File: config.mk
export PLATFORM = sky130hd
export DESIGN_NAME = codec_rx_deserializer
export DESIGN_NICKNAME = d
export VERILOG_FILES = /design/src/rtl/codec_pkg.sv /design/src/rtl/codec_sync_edge.sv /design/src/rtl/codec_rx_deserializer.sv
export SDC_FILE = /design/constraint.sdc
export NUM_CORES = 1
export LEC_CHECK = 0
export ABC_AREA = 1
export CORE_MARGIN = 4
export CORE_UTILIZATION = 45
export DETAILED_ROUTE_END_ITERATION = 8
export PLACE_DENSITY = 0.66
export SLEW_MARGIN = 20
export SYNTH_ARGS = -nofsm -noshare
export SYNTH_HDL_FRONTEND = slang
export SYNTH_SLANG_ARGS = --single-unit
export TNS_END_PERCENT = 50
File: constraint.sdc
create_clock -name clock -period 4.68 [get_ports clock]
set_input_delay 0.702 -clock clock [delete_from_list [all_inputs] [get_ports clock]]
set_output_delay 0.702 -clock clock [all_outputs]
set_load 0.005 [all_outputs]
File: src/rtl/codec_pkg.sv
// codec_pkg: constants and types shared by the codec serial transmitter and
// receiver.
//   ARRAY_SIZE      - sample width in bits
//   SHIFT_REG       - sclk slots per lrck half-frame
//   FIRST_DATA_SLOT - first slot carrying sample data (slot 0 is the I2S delay bit)
//   LAST_DATA_SLOT  - slot carrying the sample LSB
//   rx_state_t      - receive deserializer FSM states
package codec_pkg;

    localparam int ARRAY_SIZE      = 20;
    localparam int SHIFT_REG       = 32;
    localparam int FIRST_DATA_SLOT = 1;
    localparam int LAST_DATA_SLOT  = ARRAY_SIZE;

    typedef enum logic [2:0] {
        SYNC,
        SHIFT_L,
        WAIT_L,
        SHIFT_R,
        WAIT_R
    } rx_state_t;

endpackage

File: src/rtl/codec_sync_edge.sv
// codec_sync_edge: N-stage synchronizer for an asynchronous single-bit input,
// with one-clock rise/fall pulses derived from the synchronized value.
//   clock  - fabric clock
//   reset  - asynchronous active-low reset
//   din    - asynchronous input
//   sync   - synchronized copy of din
//   rise   - one-clock pulse on a synchronized 0->1 transition
//   fall   - one-clock pulse on a synchronized 1->0 transition
module codec_sync_edge #(
    parameter int STAGES = 2
) (
    input  logic clock,
    input  logic reset,
    input  logic din,
    output logic sync,
    output logic rise,
    output logic fall
);

    logic [STAGES-1:0] chain;
    logic              prev;

    always_ff @(posedge clock or negedge reset) begin
        if (!reset) begin
            chain <= '0;
            prev  <= 1'b0;
        end else begin
            chain <= {chain[STAGES-2:0], din};
            prev  <= chain[STAGES-1];
        end
    end

    assign sync = chain[STAGES-1];
    assign rise = sync & ~prev;
    assign fall = ~sync & prev;

endmodule

File: src/rtl/codec_rx_deserializer.sv
// codec_rx_deserializer: oversamples the codec I2S bus (sclk, lrck, sdout) in
// the fabric clock domain and delivers left/right samples as a coherent pair.
//   clock            - fabric clock, at least 4x sclk
//   reset            - asynchronous active-low reset
//   sclk/lrck/sdout  - codec bit clock, word clock (0 = left), serial data
//   l_codec_to_fpga  - last complete left sample
//   r_codec_to_fpga  - last complete right sample
//   sample_valid     - one-clock pulse when a new pair is loaded
//   frame_error      - one-clock pulse on a short or over-long half-frame
//   locked           - high once aligned to a left half-frame start
module codec_rx_deserializer #(
    parameter int ARRAY_SIZE  = codec_pkg::ARRAY_SIZE,
    parameter int SHIFT_REG   = codec_pkg::SHIFT_REG,
    parameter int SYNC_STAGES = 2
) (
    input  logic                  clock,
    input  logic                  reset,
    input  logic                  sclk,
    input  logic                  lrck,
    input  logic                  sdout,
    output logic [ARRAY_SIZE-1:0] l_codec_to_fpga,
    output logic [ARRAY_SIZE-1:0] r_codec_to_fpga,
    output logic                  sample_valid,
    output logic                  frame_error,
    output logic                  locked
);

    import codec_pkg::*;

    localparam int               CNT_W   = $clog2(SHIFT_REG);
    localparam logic [CNT_W-1:0] CNT_MAX = CNT_W'(SHIFT_REG - 1);
    localparam logic [CNT_W-1:0] FIRST   = CNT_W'(FIRST_DATA_SLOT);
    localparam logic [CNT_W-1:0] LAST    = CNT_W'(FIRST_DATA_SLOT + ARRAY_SIZE - 1);

    logic sclk_s, rise_evt, lrck_s, sdout_s;
    logic sclk_fall_unused, lrck_rise_unused, lrck_fall_unused;

    codec_sync_edge #(.STAGES(SYNC_STAGES)) u_sclk_sync (
        .clock (clock),
        .reset (reset),
        .din   (sclk),
        .sync  (sclk_s),
        .rise  (rise_evt),
        .fall  (sclk_fall_unused)
    );

    codec_sync_edge #(.STAGES(SYNC_STAGES)) u_lrck_sync (
        .clock (clock),
        .reset (reset),
        .din   (lrck),
        .sync  (lrck_s),
        .rise  (lrck_rise_unused),
        .fall  (lrck_fall_unused)
    );

    // Same depth as the sclk chain so the data bit seen on rise_evt is the
    // one present at the sclk edge.
    logic [SYNC_STAGES-1:0] sd_chain;

    always_ff @(posedge clock or negedge reset) begin
        if (!reset) sd_chain <= '0;
        else        sd_chain <= {sd_chain[SYNC_STAGES-2:0], sdout};
    end

    assign sdout_s = sd_chain[SYNC_STAGES-1];

    rx_state_t             state;
    logic [CNT_W-1:0]      bit_cnt;     // slot index of the previous rise_evt
    logic                  lr_prev;     // lrck as sampled at the previous rise_evt
    logic [ARRAY_SIZE-1:0] shreg;
    logic [ARRAY_SIZE-1:0] left_hold;
    logic                  load_pend;

    logic                  lr_chg, in_data, overlong;
    logic [CNT_W-1:0]      slot;
    logic [ARRAY_SIZE-1:0] shreg_nxt;

    // An lrck change on the same rise makes that rise slot 0 of the new half.
    assign lr_chg    = lrck_s != lr_prev;
    assign slot      = lr_chg ? '0 : bit_cnt + 1'b1;
    assign in_data   = (slot >= FIRST) && (slot <= LAST);
    assign overlong  = !lr_chg && (bit_cnt == CNT_MAX);
    assign shreg_nxt = {shreg[ARRAY_SIZE-2:0], sdout_s};

    always_ff @(posedge clock or negedge reset) begin
        if (!reset) begin
            state           <= SYNC;
            bit_cnt         <= '0;
            lr_prev         <= 1'b0;
            shreg           <= '0;
            left_hold       <= '0;
            load_pend       <= 1'b0;
            l_codec_to_fpga <= '0;
            r_codec_to_fpga <= '0;
            sample_valid    <= 1'b0;
            frame_error     <= 1'b0;
            locked          <= 1'b0;
        end else begin
            sample_valid <= 1'b0;
            frame_error  <= 1'b0;
            load_pend    <= 1'b0;

            // Right word landed in shreg on the previous clock; rise events
            // are at least 4 clocks apart so shreg is still intact here.
            if (load_pend) begin
                l_codec_to_fpga <= left_hold;
                r_codec_to_fpga <= shreg;
                sample_valid    <= 1'b1;
            end

            if (rise_evt) begin
                if (lr_chg) begin
                    bit_cnt <= '0;
                    lr_prev <= lrck_s;
                end else if (bit_cnt != CNT_MAX) begin
                    bit_cnt <= bit_cnt + 1'b1;
                end

                case (state)
                    SYNC: begin
                        if (lr_chg && !lrck_s) begin
                            state  <= SHIFT_L;
                            locked <= 1'b1;
                        end
                    end

                    SHIFT_L, SHIFT_R: begin
                        if (lr_chg) begin
                            // Short half-frame: drop everything partial.
                            frame_error <= 1'b1;
                            shreg       <= '0;
                            left_hold   <= '0;
                            if (!lrck_s) begin
                                state <= SHIFT_L;
                            end else begin
                                state  <= SYNC;
                                locked <= 1'b0;
                            end
                        end else if (in_data) begin
                            shreg <= shreg_nxt;
                            if (slot == LAST) begin
                                if (state == SHIFT_L) begin
                                    left_hold <= shreg_nxt;
                                    state     <= WAIT_L;
                                end else begin
                                    load_pend <= 1'b1;
                                    state     <= WAIT_R;
                                end
                            end
                        end
                    end

                    WAIT_L, WAIT_R: begin
                        if (lr_chg) begin
                            state <= (state == WAIT_L) ? SHIFT_R : SHIFT_L;
                        end else if (overlong) begin
                            frame_error <= 1'b1;
                            state       <= SYNC;
                            locked      <= 1'b0;
                        end
                    end

                    default: begin
                        state  <= SYNC;
                        locked <= 1'b0;
                    end
                endcase
            end
        end
    end

endmodule
==> out/qor.csv, run 1 <==
stage;metric;value;unit
worst_setup_path;endpoint_kind;flip-flop;
logic_synthesis;ys_cells;400;
sta;max_freq;388;MHz
worst_hold_path;hold_start;u_sclk_sync.chain[0]$_DFF_PN0_;
sta;setup_ws;2.10;ns
route;viasPerCell;4.86;
run;warning_count;26;
final_layout;instances_no_fill;580;
logic_synthesis;synth_cell_types;27;
sta;worst-slew-pin-transition;0.933;ns
clocking;ctsResizeCount;0;
placed_design;placed_cells;564;
worst_setup_path;startpoint;u_lrck_sync.chain[1]$_DFF_PN0_;
clocking;clockRootBuffer;clkbuf_8;
global_routing;grt_pass1_vias;2829;
route;ant_nets;0;
route;first_iter_violations;115;
worst_setup_path;path_max_fanout;40;
worst_setup_path;worstPathArrival;2.87;ns
logic_synthesis;synth_area;4510;sq um
logic_synthesis;avgSynthCellArea;11.3;sq um
run;cap_violations;0;
logic_synthesis;netlist_instances;400;
sta;rsz0062_at_grt;no;
die;ioPinCount;48;
sta;final.period_utilization;55.0;%
sta;slew_headroom;37.8;%
placed_design;io_buffers;47;
power;power_leakage;2.60;nW
route;drc_errors;0;
placed_design;dp_slack;2.10;ns
worst_hold_path;min_path_cells;0;
worst_setup_path;critical_path_class;reg2reg;
logic_synthesis;ys.warnings.count;0;
clocking;worst_skew_pair.late_latency;0.37;ns
global_routing;antenna_found_initial;0;
run_status;status;complete, no violations;
global_routing;grt_remaining_overflow;0;
worst_setup_path;crit_end;left_hold[7]$_DFFE_PN0P_;
logic_synthesis;yosys_area;4510;sq um
sta;fin_worst_skew;0.00969;ns
clocking;numClockSinks;100;
worst_setup_path;required;4.97;ns
power;peakVddDrop;0.220;mV
logic_synthesis;synth_flops;100;
sta;fin_setup_tns;0;ns
global_routing;grt_busiest_layer;met2;
die;dieArea;11700;sq um
final_layout;diodes;0;
placed_design;postPlaceCellArea;5020;sq um
global_routing;grt_use_met3;2.75;%
die;core;9770;sq um
worst_setup_path;regToRegStartpoint;u_lrck_sync.chain[1]$_DFF_PN0_;
clocking;cts_tree;done;
final_layout;layout-drive-gt1-share;32.9;%
sta;hold_ws;0.356;ns
sta;hold_violations;0;
die;die_h;108;um
placed_design;gp_congestion;0.811;
worst_hold_path;hp-class;reg2reg;
route;vias;2820;
global_routing;grtUsageMet2;22.7;%
die;fp_util;46.2;%
power;power.total;2.04;mW
logic_synthesis;ys_seq_share;55.4;%
global_routing;grtUsageMet1;21.9;%
global_routing;grt_pass1_wl;14.0;mm
worst_setup_path;r2r_setup_slack;2.10;ns
worst_setup_path;r2r_cells;11;
clocking;cts-htree-levels;3;
sta;setup_viol;0;
route;dr.pass1.iters;4;
global_routing;grt_max_degree;76;
clocking;post_cts.repair.setup_buffers;0;
die;die_w;108;um
clocking;clk_path_buf_depth;2;
sta;post-route-min-period;2.58;ns
worst_setup_path;crit_path_start_kind;flip-flop;
clocking;cts_made_buffers;9;
logic_synthesis;syn_nets;408;
placed_design;dp_hpwl;5.44;mm
global_routing;grt.total_usage;15.2;%
clocking;cts.clk_slew.worst_paths;0.09;ns
power;p_per_area;389;nW/um^2
worst_setup_path;reg2reg_to;left_hold[7]$_DFFE_PN0P_;
sta;finalMaxSlewViolations;0;
final_layout;nets;450;
==> run 1: synthesized netlist by cell type (all sizes together) <==
| cell | number | share of area (%) |
|---|---|---|
| nand3 | 53 | 9.6 |
| mux2 | 40 | 10 |
| dfrtp | 100 | 55 |
| a21oi | 1 | 0.11 |
| o21ai | 31 | 5.1 |
| nand2 | 100 | 9.9 |
| nor3 | 2 | 0.47 |
| o31ai | 1 | 0.17 |
| nand4 | 3 | 0.55 |
| buf | 20 | 3.6 |
| nor2 | 9 | 1.1 |
| inv | 36 | 3.0 |
| o211ai | 1 | 0.17 |
| ha | 3 | 0.83 |
==> run 1: registers in the layout, summed over array words and instances (netlist names) <==
register / cells
l_codec_to_fpga: 20
left_hold: 20
r_codec_to_fpga: 20
shreg: 20
bit_cnt: 5
state: 3
sd_chain: 2
u_lrck_sync.chain: 2
u_sclk_sync.chain: 2
frame_error: 1
load_pend: 1
locked: 1
lr_prev: 1
sample_valid: 1
u_sclk_sync.prev: 1
==> run 1: power by group <==
group / internal, mW / switching, mW / total (mW)
sequential: 0.912 / 0.0446 / 0.957
clock: 0.318 / 0.290 / 0.608
combinational: 0.127 / 0.348 / 0.475
==> run 1: cells by family after synthesis <==
family | count (synthesis) | synth area share [%]
AOI/OAI and AO/OA | 34 | 5.54
adders and majority gates | 3 | 0.832
buffers and inverters | 56 | 6.60
DFF | 100 | 55.4
muxes | 40 | 9.98
and+or+nand+nor | 167 | 21.6
==> run 1: layout by cell type, fill, tap and decap left out, drive strengths merged <==
cell type | Yosys | final
nand3 | 53 | 53
nand4 | 3 | 3
o211ai | 1 | 1
o21ai | 31 | 31
clkinvlp | 0 | 1
a21oi | 1 | 1
inv | 36 | 36
mux2 | 40 | 40
clkdlybuf4s50 | 0 | 46
nand2 | 100 | 100
clkinv | 0 | 2
o31ai | 1 | 1
buf | 20 | 5
nor3 | 2 | 2
bufinv | 0 | 2
ha | 3 | 3
dfrtp | 100 | 100
nor2 | 9 | 9
clkbuf | 0 | 11
==> run 1: worst max-delay path, stage by stage, from the launching register on <==
cell and delay, ns:
dfrtp_1 0.35, inv_1 0.04, ha_1 0.54, buf_4 0.38
nand2_1 0.14, nand2_1 0.14, inv_1 0.06, nand3_2 0.09
nand2_2 0.07, nand2_4 0.49, nand2_2 0.11, o21ai_2 0.08
==> run 1: area by class of cell <==
cell class | count | area (sq um)
Clock buffer | 11 | 141
Clock inverter | 5 | 85.1
Fill cell | 879 | 4530
Inverter | 36 | 135
Multi-Input combinational cell | 244 | 1710
Sequential cell | 100 | 2500
Tap cell | 133 | 166
Timing Repair Buffer | 51 | 498
==> run 1: per-layer routing <==
metal  part of all wire [%]  up-vias
met5                      0        -
met4                    1.6        0
met3                    4.0       10
met2                     46       43
met1                     48     1368
li1                       -     1399
==> run 1: worst min path at each step <==
stage | to
after floorplan | sd_chain[1]$_DFF_PN0_
final | u_sclk_sync.chain[1]$_DFF_PN0_
after CTS | u_sclk_sync.chain[1]$_DFF_PN0_
after detailed placement | u_sclk_sync.chain[1]$_DFF_PN0_
after global placement | u_sclk_sync.chain[1]$_DFF_PN0_
after global routing | u_sclk_sync.chain[1]$_DFF_PN0_
Figure 1. Cells by drive strength (run 1).
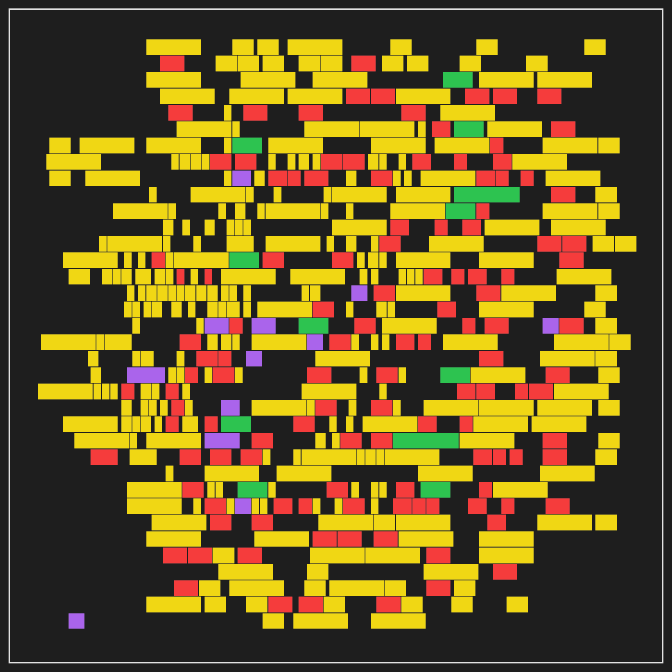
Key: green = drive 6 and up [cells 12, share 2.7%, most used clkbuf_8]; purple = drive 3 to 4 [cells 12, share 2.7%, most used buf_4]; red = drive 2 [cells 123, share 28%, most used mux2_2]; yellow = drive 1 or less [cells 300, share 67%, most used dfrtp_1]
Non-clk bufs: 51
final instance area: 5240 sq um
Area Growth Syn to Fin: 16.1%

Figure 2. Wiring heat map (run 1).
22 x 22 tiles, from dark blue (low) to red (high), scaled to the fullest tile. Values are wire area over tile area, all layers added.
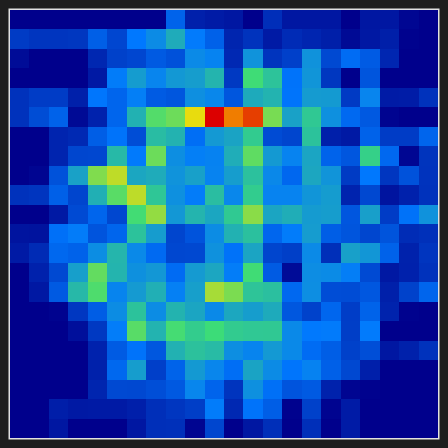
The mean over all tiles is 0.11. 19% of the tiles are nearly empty. 5.2% of the tiles are over half the peak. The fullest tile reaches 0.55.
Routed WL per cell: 13.9 um
final WL: 8.09 mm

Figure 3. Routed clock nets over the placement (run 1).
The bar under the picture is 20 um long.
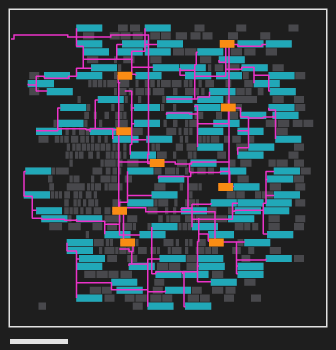
Key: orange = cells driving clock nets [count 9]; cyan = flip-flops [count 100]; magenta = clock wires [length 1140 um]
Position of the flops: spread over the die. There are 10 routed clock nets.

Figure 4. Cell outlines without signal wires (run 1).
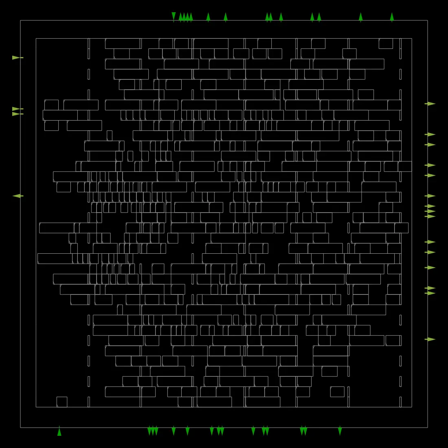
Seq area share: 47.7%
flop count: 100
tap cells: 133
Final Util: 53.6%
# rows: 36

==> run 2: changes to the inputs <==
clock period = 2.5 ns   (was 4.68 ns; I/O delays follow)
==> run 2 against run 1 <==
  * Clock power rose by 58%
  * First-iteration DRC count rose by 11%
  * Synthesized cell count did not move
  * Sequential power rose by 87%
  * Non-clock buffer count rose by 6
  * Highest routed layer unchanged
  * Worst hold slack got worse by 0.34 ns
  * Largest cell class unchanged
  * Power rose by 81%
  * Cell count rose by 1.0%
==> out/qor.csv, run 2 <==
stage;metric;value;unit;change
sta;final.period_utilization;87.8;%;was 55.0%
worst_setup_path;path_max_fanout;40;;unchanged
clocking;clk_path_buf_depth;2;;unchanged
clocking;clockRootBuffer;clkbuf_8;;unchanged
sta;setup_viol;0;;unchanged
logic_synthesis;area_leaders;dfrtp_1, mux2_2, nand3_2;;unchanged
sta;fin_setup_tns;0;ns;unchanged
global_routing;grtUsageMet1;21.0;%;was 21.9%
die;dieArea;11700;sq um;unchanged
clocking;cts_tree;done;;unchanged
global_routing;antenna_found_initial;0;;unchanged
placed_design;dp_hpwl;5.66;mm;was 5.44 mm
route;vias;2886;;was 2820
logic_synthesis;synth.most_common_cell;dfrtp_1;;unchanged
worst_setup_path;reg2reg_to;left_hold[15]$_DFFE_PN0P_;;was left_hold[7]$_DFFE_PN0P_
run_status;status;complete, no violations;;unchanged
power;p_clk_share;26.0;%;was 29.8%
worst_setup_path;worstPathArrival;2.44;ns;was 2.87 ns
clocking;worst_skew_pair.late_latency;0.37;ns;about the same
route;drc_errors;0;;unchanged
logic_synthesis;synth_area;4510;sq um;unchanged
final_layout;area_growth;16.9;%;was 16.1%
global_routing;grt.total_usage;15.1;%;was 15.2%
global_routing;grt_remaining_overflow;0;;unchanged
clocking;numClockSinks;100;;unchanged
power;pwr-share-seq;48.5;%;was 46.9%
worst_hold_path;hp-class;in2async;;was reg2reg
power;power.switching;1.34;mW;was 683 uW
logic_synthesis;ys_cells;400;;unchanged
run;cap_violations;0;;unchanged
logic_synthesis;yosysTopAreaCell;dfrtp_1;;unchanged
die;die_w;108;um;unchanged
final_layout;layout-drive-gt1-share;34.0;%;was 32.9%
clocking;cts.clk_slew.worst_paths;0.11;ns;was 0.09 ns
logic_synthesis;edf_count;0;;unchanged
global_routing;grt_pass1_wl;13.9;mm;was 14.0 mm
run;warning_count;26;;unchanged
global_routing;grtUsageMet2;23.8;%;was 22.7%
global_routing;grt_busiest_layer;met2;;unchanged
power;comb_power_share;25.5;%;was 23.3%
route;dr.pass1.iters;4;;unchanged
die;core;9770;sq um;unchanged
sta;worst-slew-pin-transition;0.603;ns;was 0.933 ns
logic_synthesis;synth_cell_types;27;;unchanged
placed_design;io_buffers;47;;unchanged
worst_setup_path;regToRegStartpoint;bit_cnt[0]$_DFFE_PN0P_;;was u_lrck_sync.chain[1]$_DFF_PN0_
logic_synthesis;yosys_area;4510;sq um;unchanged
route;ant_nets;0;;unchanged
placed_design;postPlaceCellArea;5090;sq um;was 5020 sq um
logic_synthesis;avgSynthCellArea;11.3;sq um;unchanged
route;first_iter_violations;128;;was 115
sta;post-route-min-period;2.19;ns;was 2.58 ns
clocking;cts_made_buffers;9;;unchanged
route;viasPerCell;4.92;;was 4.86
die;fp_util;46.2;%;unchanged
logic_synthesis;ys_seq_share;55.4;%;unchanged
power;p_per_area;699;nW/um^2;was 389 nW/um^2
worst_setup_path;critical_path_class;reg2reg;;unchanged
final_layout;layout_top_cell;dfrtp_1;;unchanged
power;peakVddDrop;0.425;mV;was 0.220 mV
power;power_leakage;2.62;nW;was 2.60 nW
sta;fin_worst_skew;0.0173;ns;was 0.00969 ns
logic_synthesis;yosysTopAreaCellShare;55.4;%;unchanged
logic_synthesis;netlist_instances;400;;unchanged
route;drt-total-wl;8.17;mm;was 8.09 mm
worst_setup_path;crit_path_start_kind;flip-flop;;unchanged
global_routing;grt_max_degree;48;;was 76
logic_synthesis;common_cells;dfrtp_1, nand2_1, mux2_2, inv_1, nand3_2;;unchanged
worst_setup_path;r2r_setup_slack;0.31;ns;was 2.10 ns
sta;rsz0062_at_grt;no;;unchanged
logic_synthesis;synth_flops;100;;unchanged
global_routing;grt_use_met3;3.16;%;was 2.75%
final_layout;fin_area;5280;sq um;was 5240 sq um
global_routing;grt_pass1_vias;2769;;was 2829
sta;max_freq;456;MHz;was 388 MHz
route;wire_per_inst;13.9;um;about the same
power;p_sw_share;36.2;%;was 33.5%
clocking;cts-htree-levels;3;;unchanged
logic_synthesis;syn_nets;408;;unchanged
logic_synthesis;synth_top_flop_cell;dfrtp_1;;unchanged
logic_synthesis;ys.warnings.count;0;;unchanged
logic_synthesis;async_flop_share;100;%;unchanged
final_layout;nFillCells;855;;was 879
die;rows;36;;unchanged
final_layout;diodes;0;;unchanged
sta;slew_headroom;59.8;%;was 37.8%
placed_design;gp_congestion;0.808;;was 0.811
worst_setup_path;endpoint_kind;flip-flop;;unchanged
worst_setup_path;r2r_cells;12;;was 11
final_layout;final_layout_top_logic_cells;dfrtp_1, nand2_1, clkdlybuf4s50_1;;unchanged
sta;hold_violations;0;;unchanged
sta;finalMaxSlewViolations;0;;unchanged
final_layout;nets;456;;was 450
die;die_h;108;um;unchanged
sta;hold_ws;0.0136;ns;was 0.356 ns
placed_design;dp_slack;0.208;ns;was 2.10 ns
power;p_int;2.35;mW;was 1.36 mW
die;ioPinCount;48;;unchanged
worst_setup_path;required;2.75;ns;was 4.97 ns
-- run 2: cell counts after synthesis --
No cell type changed its count.
-- run 2: cells by family (layout without fill, tap and decap cells) --
family	Yosys count	after routing	synth area share, %
adders and majority gates	3	3	0.832
muxes	40	40	9.98
DFF	100	100	55.4
buffers and inverters	56	109	6.60
and+or+nand+nor	167	167	21.6
AOI/OAI and AO/OA	34	34	5.54
-- run 2: final cells by class --
type / instances / area (sq um) / area share (%)
Multi-Input combinational cell: 244 / 1730 / 32.7
Inverter: 36 / 135 / 2.56
Tap cell: 133 / 166 / 3.15
Timing Repair Buffer: 57 / 568 / 10.8
Clock inverter: 7 / 56.3 / 1.07
Sequential cell: 100 / 2500 / 47.4
Clock buffer: 9 / 124 / 2.35
-- run 2: through the flow --
| step | util (%) | power (mW) | std cells |
|---|---|---|---|
| floorplan | - | 2.59 | 400 |
| global placement | 52.0 | 2.72 | 570 |
| detailed placement | 52.0 | 2.74 | 570 |
| CTS | 53.9 | 3.70 | 586 |
| global route | 54.0 | 3.93 | 586 |
| finish | 54.0 | 3.69 | 586 |
-- run 2: worst max-delay path by stage --
stage	start	to	slack (ns)	cells after the start
final	bit_cnt[0]$_DFFE_PN0P_	left_hold[15]$_DFFE_PN0P_	0.31	12
after global routing	bit_cnt[0]$_DFFE_PN0P_	left_hold[15]$_DFFE_PN0P_	0.17	12
after CTS	bit_cnt[0]$_DFFE_PN0P_	shreg[13]$_DFFE_PN0P_	0.19	11
after detailed placement	bit_cnt[0]$_DFFE_PN0P_	shreg[13]$_DFFE_PN0P_	0.21	11
after global placement	bit_cnt[0]$_DFFE_PN0P_	shreg[13]$_DFFE_PN0P_	0.29	11
after floorplan	bit_cnt[0]$_DFFE_PN0P_	left_hold[11]$_DFFE_PN0P_	0.55	12
-- run 2: power groups by stage --
stage | registers (mW) | logic (mW) | clock network (mW)
floorplan | 1.80 | 0.793 | 0
global placement | 1.82 | 0.904 | 0
detailed placement | 1.82 | 0.921 | 0
CTS | 1.79 | 0.923 | 0.994
global route | 1.80 | 1.06 | 1.07
finish | 1.79 | 0.941 | 0.960
-- run 2: worst max-delay path, cell delays in order (launching register included) --
cell	delay, ns
dfrtp_1	0.44
ha_1	0.25
nand2_1	0.09
nor2_1	0.05
ha_1	0.33
inv_1	0.09
nor3_4	0.20
nand3_2	0.13
nand2_2	0.10
nand2_4	0.05
buf_12	0.19
nand2_2	0.09
o21ai_2	0.05
-- run 2: layer usage --
metal	wire length (um)	part of all wire, %
met2	3930	48
met1	3810	47
met3	337	4.1
met5	0	0
met4	93	1.1
-- run 2: repair_timing --
item	CTS	global route
endpoints found under the setup margin	0	3
endpoints found under the hold margin	0	0
hold buffers	0	0
gates resized	0	2
buffers inserted	0	0
Figure 5. Register map, names as in the netlist (run 2).
The bar under the picture is 20 um long.
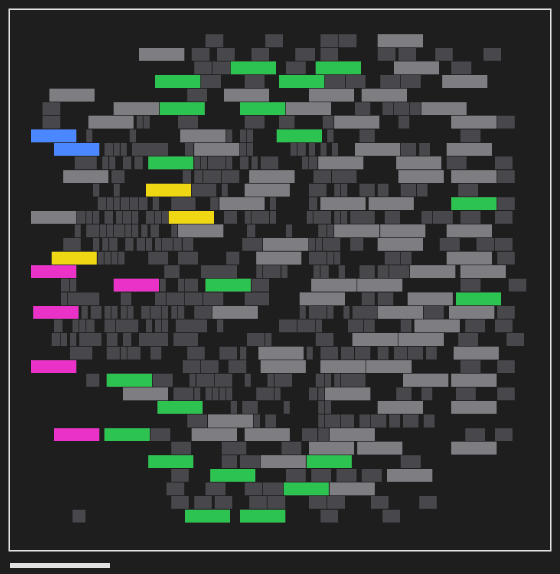
Key: blue = `u_lrck_sync.chain` [flops 2]; green = `r_codec_to_fpga` [flops 20]; yellow = `state` [flops 3]; magenta = `bit_cnt` [flops 5, where west]

Figure 6. Cells by drive strength (run 2).
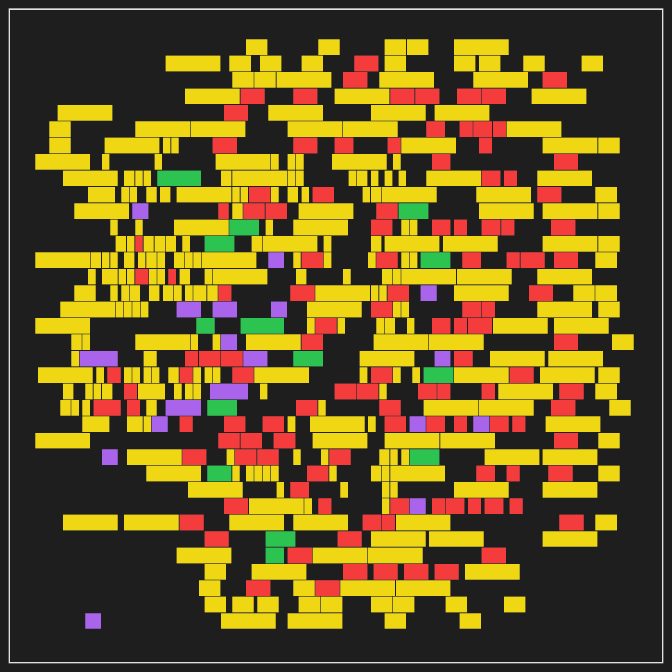
Key: green = drive 6 and up [cells 14, share 3.1%, most used clkbuf_8]; yellow = drive 1 or less [cells 299, share 66%, most used dfrtp_1]; red = drive 2 [cells 122, share 27%, most used mux2_2]; purple = drive 3 to 4 [cells 18, share 4.0%, most used buf_4]
Non-clk bufs: 57
slack of the critical path: 0.306 ns

No activity file was given, so power comes from the tool's default toggle rates.
